--- src/rtl/wasm_code_loader_if.sv ---
// -----------------------------------------------------------------------------
// wasm_code_loader_if
// Groups the byte-stream input and the instruction-memory write port of the
// WebAssembly code loader.
//   i_s_data / i_s_vld / i_s_last / o_s_rdy  : incoming binary, one byte per beat
//   o_wr_vld / i_wr_rdy                      : write word handshake (memory we)
//   o_wr_data                                : packed bytes, first byte in [7:0]
//   o_wr_shift_minusone                      : valid byte count minus one
// Modports: slave = the loader, master = the stream source / memory side.
// -----------------------------------------------------------------------------
interface wasm_code_loader_if #(
   parameter int WR_BYTES = 4,
   parameter int LOG_WR   = 2
);
   logic [7:0]              i_s_data;
   logic                    i_s_vld;
   logic                    i_s_last;
   logic                    o_s_rdy;
   logic                    o_wr_vld;
   logic                    i_wr_rdy;
   logic [8*WR_BYTES-1:0]   o_wr_data;
   logic [LOG_WR-1:0]       o_wr_shift_minusone;

   modport slave (
      input  i_s_data, i_s_vld, i_s_last, i_wr_rdy,
      output o_s_rdy, o_wr_vld, o_wr_data, o_wr_shift_minusone
   );

   modport master (
      output i_s_data, i_s_vld, i_s_last, i_wr_rdy,
      input  o_s_rdy, o_wr_vld, o_wr_data, o_wr_shift_minusone
   );
endinterface

--- src/rtl/wasm_code_loader.sv ---
// -----------------------------------------------------------------------------
// wasm_code_loader
// Boot-time loader: checks the WebAssembly header, walks the section list,
// skips every section except the code section (id 0x0A) and packs its payload
// into WR_BYTES-wide words for the instruction memory. The core is held until
// the code section has been written completely.
// Ports:
//   i_clk, i_rst_n   clock, asynchronous active-low reset
//   bus              stream input + memory write port (slave modport)
//   o_code_len       decoded code-section length
//   o_core_hold      high until the load is done
//   o_load_done      sticky success flag
//   o_format_error   sticky error flag
//   o_err_code       1 header, 2 LEB128 overflow, 3 code too large, 4 truncated
// -----------------------------------------------------------------------------
module wasm_code_loader #(
   parameter int WR_BYTES       = 4,
   parameter int LOG_WR         = 2,
   parameter int MAX_CODE_BYTES = 1024
) (
   input  logic               i_clk,
   input  logic               i_rst_n,
   wasm_code_loader_if.slave  bus,
   output logic [31:0]        o_code_len,
   output logic               o_core_hold,
   output logic               o_load_done,
   output logic               o_format_error,
   output logic [2:0]         o_err_code
);
   localparam int CW = $clog2(WR_BYTES + 1);
   // "\0asm" magic followed by version 1, first byte in [7:0]
   localparam logic [63:0] WASM_HDR = 64'h0000_0001_6D73_6100;

   localparam logic [2:0] ERR_NONE  = 3'd0;
   localparam logic [2:0] ERR_HDR   = 3'd1;
   localparam logic [2:0] ERR_LEB   = 3'd2;
   localparam logic [2:0] ERR_BIG   = 3'd3;
   localparam logic [2:0] ERR_TRUNC = 3'd4;

   typedef enum logic [2:0] {
      S_HDR, S_SEC_ID, S_SEC_LEN, S_SKIP, S_CODE, S_DONE, S_ERROR
   } state_t;

   state_t                state_q, state_d;
   logic [2:0]            err_d, err_code_q;
   logic [2:0]            hdr_cnt_q;
   logic [7:0]            sec_id_q;
   logic [31:0]           len_acc_q, skip_cnt_q, code_rem_q;
   logic [2:0]            leb_k_q;
   logic [8*WR_BYTES-1:0] pack_buf_q, word_next;
   logic [CW-1:0]         pack_cnt_q, cnt_after;
   logic                  wr_vld_q;
   logic [8*WR_BYTES-1:0] wr_data_q;
   logic [LOG_WR-1:0]     wr_shift_q;

   logic        byte_fire, word_fire;
   logic [7:0]  hdr_byte;
   logic [5:0]  leb_sh;
   logic [31:0] leb_val;
   logic        leb_term, leb_ovf, is_code, emit;

   assign byte_fire = bus.i_s_vld & bus.o_s_rdy;
   assign word_fire = wr_vld_q & bus.i_wr_rdy;
   assign hdr_byte  = WASM_HDR[{hdr_cnt_q, 3'b000} +: 8];
   assign is_code   = (sec_id_q == 8'h0A);

   // LEB128 step: the 5th byte may only contribute bits [31:28]
   assign leb_sh    = {3'b000, leb_k_q} * 6'd7;
   assign leb_val   = len_acc_q | ({25'd0, bus.i_s_data[6:0]} << leb_sh);
   assign leb_term  = ~bus.i_s_data[7];
   assign leb_ovf   = (leb_k_q == 3'd4) && (bus.i_s_data[7] || (bus.i_s_data[6:4] != 3'd0));

   // A word goes out when full or when the final code byte has been taken
   assign cnt_after = pack_cnt_q + CW'(1);
   assign emit      = (cnt_after == CW'(WR_BYTES)) || (code_rem_q == 32'd1);

   always_comb begin
      word_next = pack_buf_q;
      for (int i = 0; i < WR_BYTES; i++)
         if (pack_cnt_q == CW'(i)) word_next[8*i +: 8] = bus.i_s_data;
   end

   // State register
   always_ff @(posedge i_clk or negedge i_rst_n) begin
      if (!i_rst_n) state_q <= S_HDR;
      // NOTE: sequential state uses non-blocking assignment so every flop samples pre-edge values.
      else          state_q <= state_d;
   end

   // Next-state logic
   always_comb begin
      // NOTE: defaults first so no path leaves a variable unassigned (no latch).
      state_d = state_q;
      err_d   = ERR_NONE;
      case (state_q)
         S_HDR: if (byte_fire) begin
            if (bus.i_s_data != hdr_byte) begin state_d = S_ERROR; err_d = ERR_HDR;   end
            else if (bus.i_s_last)        begin state_d = S_ERROR; err_d = ERR_TRUNC; end
            else if (hdr_cnt_q == 3'd7)         state_d = S_SEC_ID;
         end
         S_SEC_ID: if (byte_fire) begin
            if (bus.i_s_last) begin state_d = S_ERROR; err_d = ERR_TRUNC; end
            else                    state_d = S_SEC_LEN;
         end
         S_SEC_LEN: if (byte_fire) begin
            if (leb_ovf) begin
               state_d = S_ERROR; err_d = ERR_LEB;
            end else if (leb_term && is_code && (leb_val > 32'(MAX_CODE_BYTES))) begin
               state_d = S_ERROR; err_d = ERR_BIG;
            end else if (bus.i_s_last) begin
               state_d = S_ERROR; err_d = ERR_TRUNC;
            end else if (leb_term) begin
               if (is_code) state_d = (leb_val == 32'd0) ? S_DONE   : S_CODE;
               else         state_d = (leb_val == 32'd0) ? S_SEC_ID : S_SKIP;
            end
         end
         S_SKIP: if (byte_fire) begin
            if (bus.i_s_last)                 begin state_d = S_ERROR; err_d = ERR_TRUNC; end
            else if (skip_cnt_q == 32'd1)           state_d = S_SEC_ID;
         end
         S_CODE: begin
            // All code bytes taken: finish once the final word is accepted
            if (code_rem_q == 32'd0) begin
               if (word_fire) state_d = S_DONE;
            end else if (byte_fire && bus.i_s_last && (code_rem_q != 32'd1)) begin
               state_d = S_ERROR; err_d = ERR_TRUNC;
            end
         end
         default: ;
      endcase
   end

   // Outputs decoded from state; input stalls only behind a refused word
   always_comb begin
      bus.o_s_rdy    = ~(wr_vld_q & ~bus.i_wr_rdy);
      o_core_hold    = (state_q != S_DONE);
      o_load_done    = (state_q == S_DONE);
      o_format_error = (state_q == S_ERROR);
   end

   assign bus.o_wr_vld            = wr_vld_q;
   assign bus.o_wr_data           = wr_data_q;
   assign bus.o_wr_shift_minusone = wr_shift_q;
   assign o_err_code              = err_code_q;

   // Datapath: counters, LEB128 accumulator, pack buffer, write word
   always_ff @(posedge i_clk or negedge i_rst_n) begin
      if (!i_rst_n) begin
         err_code_q <= ERR_NONE;
         hdr_cnt_q  <= '0;
         sec_id_q   <= '0;
         len_acc_q  <= '0;
         leb_k_q    <= '0;
         skip_cnt_q <= '0;
         code_rem_q <= '0;
         pack_buf_q <= '0;
         pack_cnt_q <= '0;
         wr_vld_q   <= 1'b0;
         wr_data_q  <= '0;
         wr_shift_q <= '0;
         o_code_len <= '0;
      end else begin
         // A new word emitted below in the same cycle overrides this clear
         if (word_fire) wr_vld_q <= 1'b0;
         if ((state_d == S_ERROR) && (state_q != S_ERROR)) err_code_q <= err_d;
         if (byte_fire) begin
            case (state_q)
               S_HDR:    hdr_cnt_q <= hdr_cnt_q + 3'd1;
               S_SEC_ID: begin
                  sec_id_q  <= bus.i_s_data;
                  len_acc_q <= '0;
                  leb_k_q   <= '0;
               end
               S_SEC_LEN: begin
                  len_acc_q <= leb_val;
                  leb_k_q   <= leb_k_q + 3'd1;
                  if (leb_term) begin
                     skip_cnt_q <= leb_val;
                     code_rem_q <= leb_val;
                  end
                  if (state_d == S_CODE) o_code_len <= leb_val;
               end
               S_SKIP: skip_cnt_q <= skip_cnt_q - 32'd1;
               S_CODE: if ((code_rem_q != 32'd0) && (state_d == S_CODE)) begin
                  code_rem_q <= code_rem_q - 32'd1;
                  if (emit) begin
                     wr_vld_q   <= 1'b1;
                     wr_data_q  <= word_next;
                     wr_shift_q <= LOG_WR'(cnt_after - CW'(1));
                     pack_buf_q <= '0;
                     pack_cnt_q <= '0;
                  end else begin
                     pack_buf_q <= word_next;
                     pack_cnt_q <= cnt_after;
                  end
               end
               default: ;
            endcase
         end
      end
   end
endmodule

--- src/flat_wrapper.sv ---
// flat-port wrapper written by rule: the top's interface ports become plain ports
module wasm_code_loader_flat 
#(
   parameter int WR_BYTES       = 4,
   parameter int LOG_WR         = 2,
   parameter int MAX_CODE_BYTES = 1024
)
  (i_clk, i_rst_n, o_code_len, o_core_hold, o_load_done, o_format_error, o_err_code, bus_i_s_data, bus_i_s_vld, bus_i_s_last, bus_i_wr_rdy, bus_o_s_rdy, bus_o_wr_vld, bus_o_wr_data, bus_o_wr_shift_minusone);
  wasm_code_loader_if #(.WR_BYTES(WR_BYTES), .LOG_WR(LOG_WR)) bus_i ();
  input  logic i_clk;
  input  logic i_rst_n;
  output logic [31:0] o_code_len;
  output logic o_core_hold;
  output logic o_load_done;
  output logic o_format_error;
  output logic [2:0] o_err_code;
  input wire logic [$bits(bus_i.i_s_data)-1:0] bus_i_s_data;
  input wire logic [$bits(bus_i.i_s_vld)-1:0] bus_i_s_vld;
  input wire logic [$bits(bus_i.i_s_last)-1:0] bus_i_s_last;
  input wire logic [$bits(bus_i.i_wr_rdy)-1:0] bus_i_wr_rdy;
  output wire logic [$bits(bus_i.o_s_rdy)-1:0] bus_o_s_rdy;
  output wire logic [$bits(bus_i.o_wr_vld)-1:0] bus_o_wr_vld;
  output wire logic [$bits(bus_i.o_wr_data)-1:0] bus_o_wr_data;
  output wire logic [$bits(bus_i.o_wr_shift_minusone)-1:0] bus_o_wr_shift_minusone;
  assign bus_i.i_s_data = bus_i_s_data;
  assign bus_i.i_s_vld = bus_i_s_vld;
  assign bus_i.i_s_last = bus_i_s_last;
  assign bus_i.i_wr_rdy = bus_i_wr_rdy;
  assign bus_o_s_rdy = bus_i.o_s_rdy;
  assign bus_o_wr_vld = bus_i.o_wr_vld;
  assign bus_o_wr_data = bus_i.o_wr_data;
  assign bus_o_wr_shift_minusone = bus_i.o_wr_shift_minusone;
  wasm_code_loader #(.WR_BYTES(WR_BYTES), .LOG_WR(LOG_WR), .MAX_CODE_BYTES(MAX_CODE_BYTES)) u_core (.i_clk(i_clk), .i_rst_n(i_rst_n), .bus(bus_i), .o_code_len(o_code_len), .o_core_hold(o_core_hold), .o_load_done(o_load_done), .o_format_error(o_format_error), .o_err_code(o_err_code));
endmodule
--- config.mk ---
export PLATFORM = sky130hd
export DESIGN_NAME = wasm_code_loader_flat
export DESIGN_NICKNAME = d
export VERILOG_FILES = /design/src/rtl/wasm_code_loader_if.sv /design/src/rtl/wasm_code_loader.sv /design/src/flat_wrapper.sv
export SDC_FILE = /design/constraint.sdc
export NUM_CORES = 1
export LEC_CHECK = 0
export CAP_MARGIN = 10
export CORE_UTILIZATION = 25
export DETAILED_ROUTE_END_ITERATION = 16
export GPL_TIMING_DRIVEN = 0
export SETUP_SLACK_MARGIN = 0.15
export SYNTH_ARGS = -nofsm -noshare
export SYNTH_HDL_FRONTEND = slang
export SYNTH_SLANG_ARGS = --single-unit
export TNS_END_PERCENT = 30
--- constraint.sdc ---
create_clock -name i_clk -period 4.18 [get_ports i_clk]
set_clock_uncertainty 0.1 [all_clocks]
set_input_delay 0.836 -clock i_clk [delete_from_list [all_inputs] [get_ports i_clk]]
set_output_delay 0.836 -clock i_clk [all_outputs]
set_load 0.02 [all_outputs]
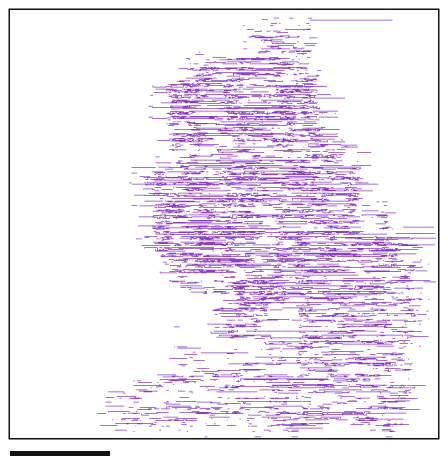
Figure 1: run 1, met1 routing.
Scale bar: 50 um.
The layer holds 44% of the routed length. The wires run mostly horizontal. 1236 nets have wire on it. The layer carries 15200 um of wire.

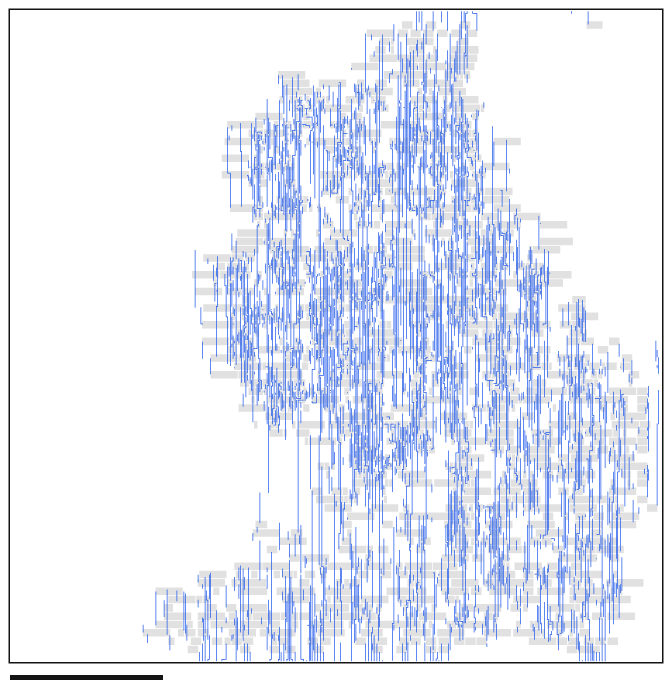
Figure 2: run 1, M2 wires.
Scale bar: 50 um. Cells faint in the background.
The wires run mostly vertical. The layer holds 47% of the routed length. 1112 nets have wire on it. The longest straight run is 88.7 um.
total wirelength of the detailed-routed design: 34860 um
routed via count: 9727
met2 track utilization from global routing: 0.2451

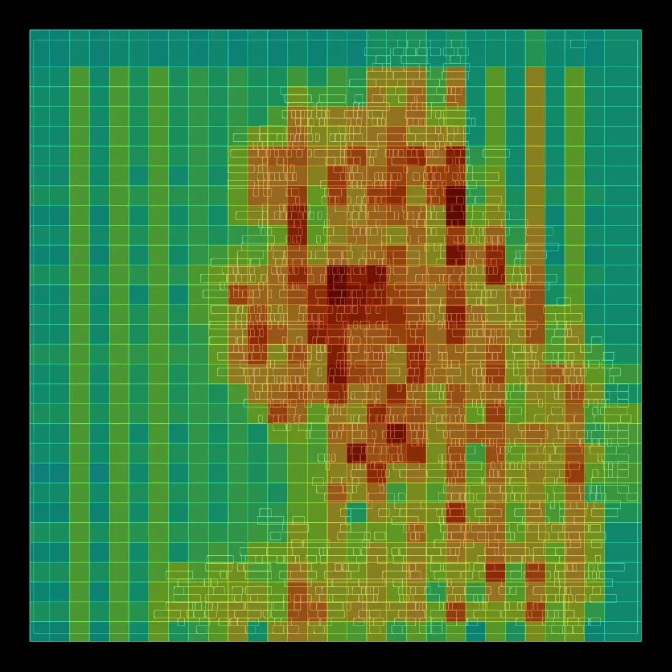
Figure 3: run 1, routing congestion.
post-layout utilization of the core: 0.3146
M3 GR Usage: 0.02162

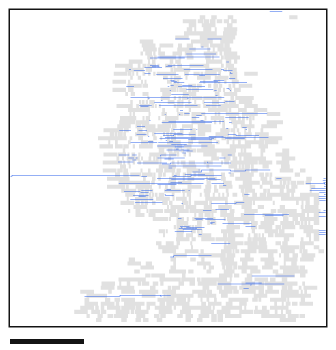
Figure 4: run 1, metal 3.
Scale bar: 50 um. Cells faint in the background.
The layer carries 2190 um of wire. The longest straight run is 85.8 um. The wires run mostly horizontal.

==> qor_table.md, run 1 <==
| Metric | This run | Unit |
|---|---|---|
| Run status | completed | - |
| TritonCTS Buffers | 25 | - |
| Total number of nets in the final design | 1331 | - |
| Crit-path max FO | 10 | - |
| Number of antenna violations at the first check in global routing | 1 | - |
| Setup Crit Path Kind | input pin to register | - |
| Final Hold Violation Tally | 0 | - |
| Die boundary width | 212.9 | um |
| Number of warning messages in the logs | 42 | - |
| Max cap viols | 0 | - |
| Chip area | 45350 | um2 |
| Top Layout Cells | 218 x sky130_fd_sc_hd__dfrtp_1, 149 x sky130_fd_sc_hd__nor2_1, 126 x sky130_fd_sc_hd__nand2_1, 122 x sky130_fd_sc_hd__a21oi_1, 93 x sky130_fd_sc_hd__o21ai_0 | - |
| R2R cell count | 10 | - |
| Clock tree root driver cell | sky130_fd_sc_hd__clkbuf_16 | - |
| Required arrival time at the worst endpoint | 4.51 | ns |
| Worst setup path start | bus_i_s_data[2] | - |
| Series of cell instances along the critical path | clkdlybuf4s50_1 -> clkbuf_2 -> a31oi_1 -> nand4_1 -> nor4_4 -> a31oi_1 -> a211oi_4 -> nand4_4 -> buf_6 -> mux2_4 | - |
| Final antenna-violating net count | 0 | - |
| RSZ-0062 raised after global routing | no | - |
| Critical path endpoint category | register | - |
| Synth Seq Share | 0.4904 | - |
| Last element of the critical path | u_core.o_code_len[4] | - |
| Max Freq | 0.2531 | GHz |
| Net count after synthesis | 1219 | - |
| Ratio of final minimum period to clock period | 0.9451 | - |
| Count of cell types in the netlist | 78 | - |
| Register-to-register path setup slack | 0.50 | ns |
| Insertion delay of the later-clocked pin in the worst-skew pair | 0.55 | ns |
| Pwr per Cell Area | 566.7 | nW/um2 |
| Hold_buf cts | 0 | - |
| Slowest stage cell, crit path | sky130_fd_sc_hd__a31oi_1 | - |
| Sum of overflow across all layers after global routing | 0 | - |
| Worst Hold Slack | 0.2221 | ns |
| IO Count | 87 | - |
| Most numerous cell on the critical path | sky130_fd_sc_hd__a31oi_1 | - |
| Via count of the first global-routing pass | 9392 | - |
| GR met1 Demand/Resource | 0.2093 | - |
| Nature of the critical path startpoint | input pin | - |
| Static leakage | 0.005944 | uW |
| Overall track demand over capacity in global routing | 0.1539 | - |
| Number of buffers added for setup after CTS | 0 | - |
| Number of enable-type register cells in the synthesized netlist | 0 | - |
| Largest stage delay on the critical path | 0.80 | ns |
| Clock transition at the registers of the reported paths | 0.06 | ns |
| Actual slew at the worst max-slew pin | 1.299 | ns |
| Post-synthesis area per instance | 9.356 | um2 |
| Total cell area reported by yosys after synthesis | 11120 | um2 |
| Class of the tightest hold or removal check | input pin to asynchronous set/reset pin | - |
## run 1: flip-flops by register name (all words and copies together), names as in the netlist
name                            count
u_core.bus.o_wr_data               32
u_core.bus.o_wr_shift_minusone      2
u_core.bus.o_wr_vld                 1
u_core.code_rem_q                  32
u_core.hdr_cnt_q                    3
u_core.leb_k_q                      3
u_core.len_acc_q                   32
u_core.o_code_len                  32
u_core.o_err_code                   3
u_core.pack_buf_q                  32
u_core.pack_cnt_q                   3
u_core.sec_id_q                     8
u_core.skip_cnt_q                  32
u_core.state_q                      3
## run 1: metal layers
metal,up-vias,wire [um]
li1,4495,-
met1,4828,15200
met2,330,16210
met3,74,2186
met4,0,1268
met5,-,0
## run 1: layout make-up
class | instances | area, um2 | share of cell area
Inverter | 26 | 97.59 | 0.007139
Tap cell | 585 | 732.0 | 0.05354
Clock inverter | 12 | 168.9 | 0.01236
Sequential cell | 218 | 5455 | 0.3990
Buffer | 77 | 374.1 | 0.02737
Multi-Input combinational cell | 868 | 5281 | 0.3863
Clock buffer | 33 | 685.7 | 0.05016
Timing Repair Buffer | 85 | 873.3 | 0.06388
Antenna cell | 1 | 2.502 | 0.0001830
## run 1: what timing repair did
item                       CTS  global route
gates cloned                 0             0
gates resized               10            17
setup endpoints to repair   32            30
## run 1: through the flow
stage | area, um2 | setup WS (ns) | cells | TNS (ns) | utilization
floorplan | 11120 | 0.9174 | 1189 | 0 | -
global placement | 12700 | -7.503 | 1858 | -1643.95 | 0.2922
detailed placement | 12730 | -0.6585 | 1859 | -18.89 | 0.2929
CTS | 13630 | 0.1583 | 1904 | 0 | 0.3135
global route | 13670 | 0.1688 | 1904 | 0 | 0.3145
finish | 13670 | 0.2294 | 1905 | 0 | 0.3146
## run 1: power breakdown
group / leakage, uW / total, uW / switching [uW] / internal, uW
Clock: 0.000409 / 2290 / 940 / 1350
Sequential: 0.00294 / 2940 / 408 / 2530
Combinational: 0.00260 / 2520 / 1570 / 953
## run 1: how the worst min path moves through the flow
stage	depth (start not counted)	to	start
finish	1	u_core.o_code_len[6]	i_rst_n
CTS	1	u_core.o_code_len[11]	i_rst_n
detailed placement	2	u_core.sec_id_q[1]	u_core.sec_id_q[1]
global route	1	u_core.o_code_len[3]	i_rst_n
global placement	2	u_core.sec_id_q[1]	u_core.sec_id_q[1]
floorplan	2	u_core.sec_id_q[1]	u_core.sec_id_q[1]
## run 1: worst max-delay path: cells and delay by family
family                 cells  cell delay (ns)
AND/OR/NAND/NOR            3             0.82
AND-OR/OR-AND              3             1.34
multiplexers               1             0.30
buffers and inverters      3             0.97
## run 1: cells by family (layout without fill, tap and decap cells)
group           count (synthesis)  after routing  share of synthesized area
buf+inv                       103            233                    0.04184
flops                         218            218                     0.4904
fa+ha+maj                      17             17                    0.01912
xor+xnor                        3              3                   0.002362
compound gates                363            363                     0.2103
other cells                     0              1                          0
simple gates                  441            441                     0.1942
mux                            44             44                    0.04173
==> run 2: changes to the inputs <==
REMOVE_ABC_BUFFERS = 1   (was unset)
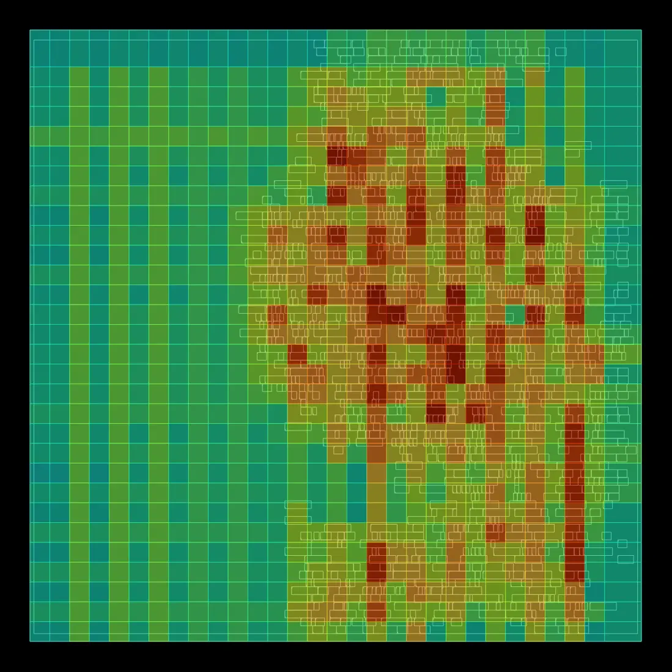
Figure 5: run 2, routing congestion.
met2 track utilization from global routing: 0.2191
M3 GR Usage: 0.02427
routed wirelength normalized by instance count: 17.13 um
GR met1 Demand/Resource: 0.1868
most utilized layer in the global route result: met2

==> qor_table.md, run 2 <==
| Metric | This run | Unit |
|---|---|---|
| Psw | 2776 | uW |
| Post-synthesis area per instance | 9.356 | um2 |
| Worst Hold Slack | 0.2384 | ns |
| Hold_buf cts | 0 | - |
| Gp weighted congestion | 0.7988 | - |
| Share of power burned in combinational logic | 0.314 | - |
| Sum of overflow across all layers after global routing | 0 | - |
| Largest stage delay on the critical path | 0.61 | ns |
| Synth Seq Share | 0.4904 | - |
| Count of standard-cell rows | 76 | - |
| Overall track demand over capacity in global routing | 0.1384 | - |
| Clock tree root driver cell | sky130_fd_sc_hd__clkbuf_16 | - |
| Total cell area reported by yosys after synthesis | 11120 | um2 |
| Critical path endpoint category | register | - |
| IO Count | 87 | - |
| Series of cell instances along the critical path | or4_1 -> nor3_1 -> nand2_1 -> o31ai_4 -> nand4_4 -> o21ai_4 -> o21ai_0 -> a32o_1 | - |
| Number of antenna cells inserted | 0 | - |
| Deepest clock path buffer count | 3 | - |
| Final antenna-violating net count | 0 | - |
| Setup Crit Path Kind | register to register | - |
| Overall power | 7456 | uW |
| Count of cell types in the netlist | 78 | - |
| Max Freq | 0.2532 | GHz |
| Slew Viols, Final | 0 | - |
| Final Hold Violation Tally | 0 | - |
| Static leakage | 0.005822 | uW |
| Proportion of power drawn by the clock network | 0.285 | - |
| Crit-path max FO | 45 | - |
| RSZ-0062 raised after global routing | yes | - |
| Leading post-synthesis cells by instance count | 218 x sky130_fd_sc_hd__dfrtp_1, 149 x sky130_fd_sc_hd__nor2_1, 130 x sky130_fd_sc_hd__a21oi_1 | - |
| Ratio of final minimum period to clock period | 0.9450 | - |
| Sequential Power Share | 0.400 | - |
| Chip area | 45350 | um2 |
| Max cap viols | 0 | - |
| Final non-filler cell total | 1835 | - |
| TritonCTS Buffers | 24 | - |
| Class of the tightest hold or removal check | input pin to asynchronous set/reset pin | - |
| Number of enable-type register cells in the synthesized netlist | 0 | - |
| Slowest stage cell, crit path | sky130_fd_sc_hd__or4_1 | - |
| Die boundary width | 212.9 | um |
| Via count of the first global-routing pass | 8822 | - |
| Number of antenna violations at the first check in global routing | 0 | - |
| FILL cells | 4506 | - |
| First-pass GRT wire length | 49710 | um |
| Post-Place Setup Slack | -0.9033 | ns |
| Top Layout Cells | 218 x sky130_fd_sc_hd__dfrtp_1, 148 x sky130_fd_sc_hd__nor2_1, 126 x sky130_fd_sc_hd__nand2_1, 119 x sky130_fd_sc_hd__a21oi_1, 93 x sky130_fd_sc_hd__o21ai_0 | - |
| P_int | 4680 | uW |
| Insertion delay of the later-clocked pin in the worst-skew pair | 0.54 | ns |
| Total number of nets in the final design | 1264 | - |
| Actual slew at the worst max-slew pin | 1.239 | ns |
| Pwr per Cell Area | 555.4 | nW/um2 |
| Nature of the critical path startpoint | register | - |
| Placed cells | 1787 | - |
| PnR worst setup slack | 0.2301 | ns |
| Run status | completed | - |
| Post-place instance area | 12470 | um2 |
| Number of warning messages in the logs | 40 | - |
| Sw Ratio | 0.3723 | - |
| Required arrival time at the worst endpoint | 4.50 | ns |
| Clock transition at the registers of the reported paths | 0.06 | ns |
| Post-route cell area | 13420 | um2 |
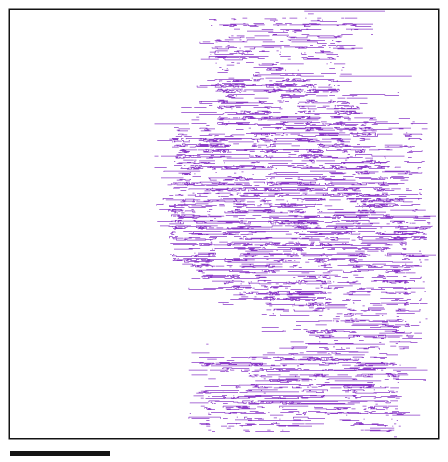
Figure 6: run 2, met1 routing.
Scale bar: 50 um.
1170 nets have wire on it. The wires run mostly horizontal. The layer carries 14000 um of wire. The layer holds 45% of the routed length.
routed via count: 9293
total wirelength of the detailed-routed design: 31430 um

run 2: cell counts after synthesis:
Identical to the previous run, type by type.
run 2: area by class of cell:
| cell class | instances | area [um2] | share of cell area |
|---|---|---|---|
| Tap cell | 585 | 732.0 | 0.05453 |
| Multi-Input combinational cell | 870 | 5291 | 0.3942 |
| Clock inverter | 7 | 78.83 | 0.005872 |
| Sequential cell | 218 | 5455 | 0.4064 |
| Timing Repair Buffer | 94 | 1057 | 0.07876 |
| Clock buffer | 35 | 711.9 | 0.05303 |
| Inverter | 26 | 97.59 | 0.007270 |
run 2: what timing repair did:
action / CTS / global route
cloned: 1 / 1
buffers inserted: 0 / 1
endpoints found under the setup margin: 32 / 53
pin swaps: 1 / 2
gates resized: 17 / 2
run 2: per-stage QoR:
stage / TNS [ns] / util
after CTS: 0 / 0.3063
after global routing: 0 / 0.3089
after global placement: -1660.46 / 0.2842
after detailed placement: -26.59 / 0.2870
after floorplan: 0 / -
final: 0 / 0.3089
run 2: cells by family (layout without fill, tap and decap cells):
logic type | Yosys count | after routing | share of synthesized area
adder cells (fa/ha/maj) | 17 | 17 | 0.01912
multiplexers | 44 | 44 | 0.04173
flip-flops | 218 | 218 | 0.4904
AND-OR/OR-AND | 363 | 363 | 0.2103
XOR/XNOR | 3 | 3 | 0.002362
buffers and inverters | 103 | 162 | 0.04184
AND/OR/NAND/NOR | 441 | 443 | 0.1942
run 2: worst max-delay path: cells and delay by family, from the launching register on:
kind | cells | cell delay, ns
and+or+nand+nor | 4 | 1.79
AOI/OAI and AO/OA | 4 | 1.47
DFF | 1 | 0.44
run 2: per-layer routing:
layer | GRT usage | wire length [um]
met1 | 0.1868 | 14010
met3 | 0.02427 | 1751
met5 | 0 | 0
met4 | 0.05383 | 973
met2 | 0.2191 | 14690
run 2: power groups by stage:
stage / Combinational [uW] / Sequential [uW] / Clock, uW
2_1_floorplan: 1550 / 2950 / 0
3_3_place_gp: 2260 / 2990 / 0
3_5_place_dp: 2310 / 3010 / 0
4_1_cts: 2340 / 2970 / 2190
5_1_grt: 2580 / 3050 / 2270
6_report: 2340 / 2990 / 2130
run 2: worst paths after layout:
| path | start | cells past startpoint | endpoint | slack, ns |
|---|---|---|---|---|
| hold reg to reg | u_core.sec_id_q[3] | 2 | u_core.sec_id_q[3] | 0.38 |
| max in group asynchronous | i_rst_n | 2 | u_core.code_rem_q[13] | 2.65 |
| setup reg to reg | u_core.code_rem_q[9] | 8 | u_core.code_rem_q[15] | 0.23 |
| hold / removal | i_rst_n | 1 | u_core.pack_buf_q[11] | 0.24 |
| min in group i_clk | u_core.sec_id_q[3] | 2 | u_core.sec_id_q[3] | 0.38 |
| setup / recovery | u_core.code_rem_q[9] | 8 | u_core.code_rem_q[15] | 0.23 |
Power and IR drop assume default switching activity.
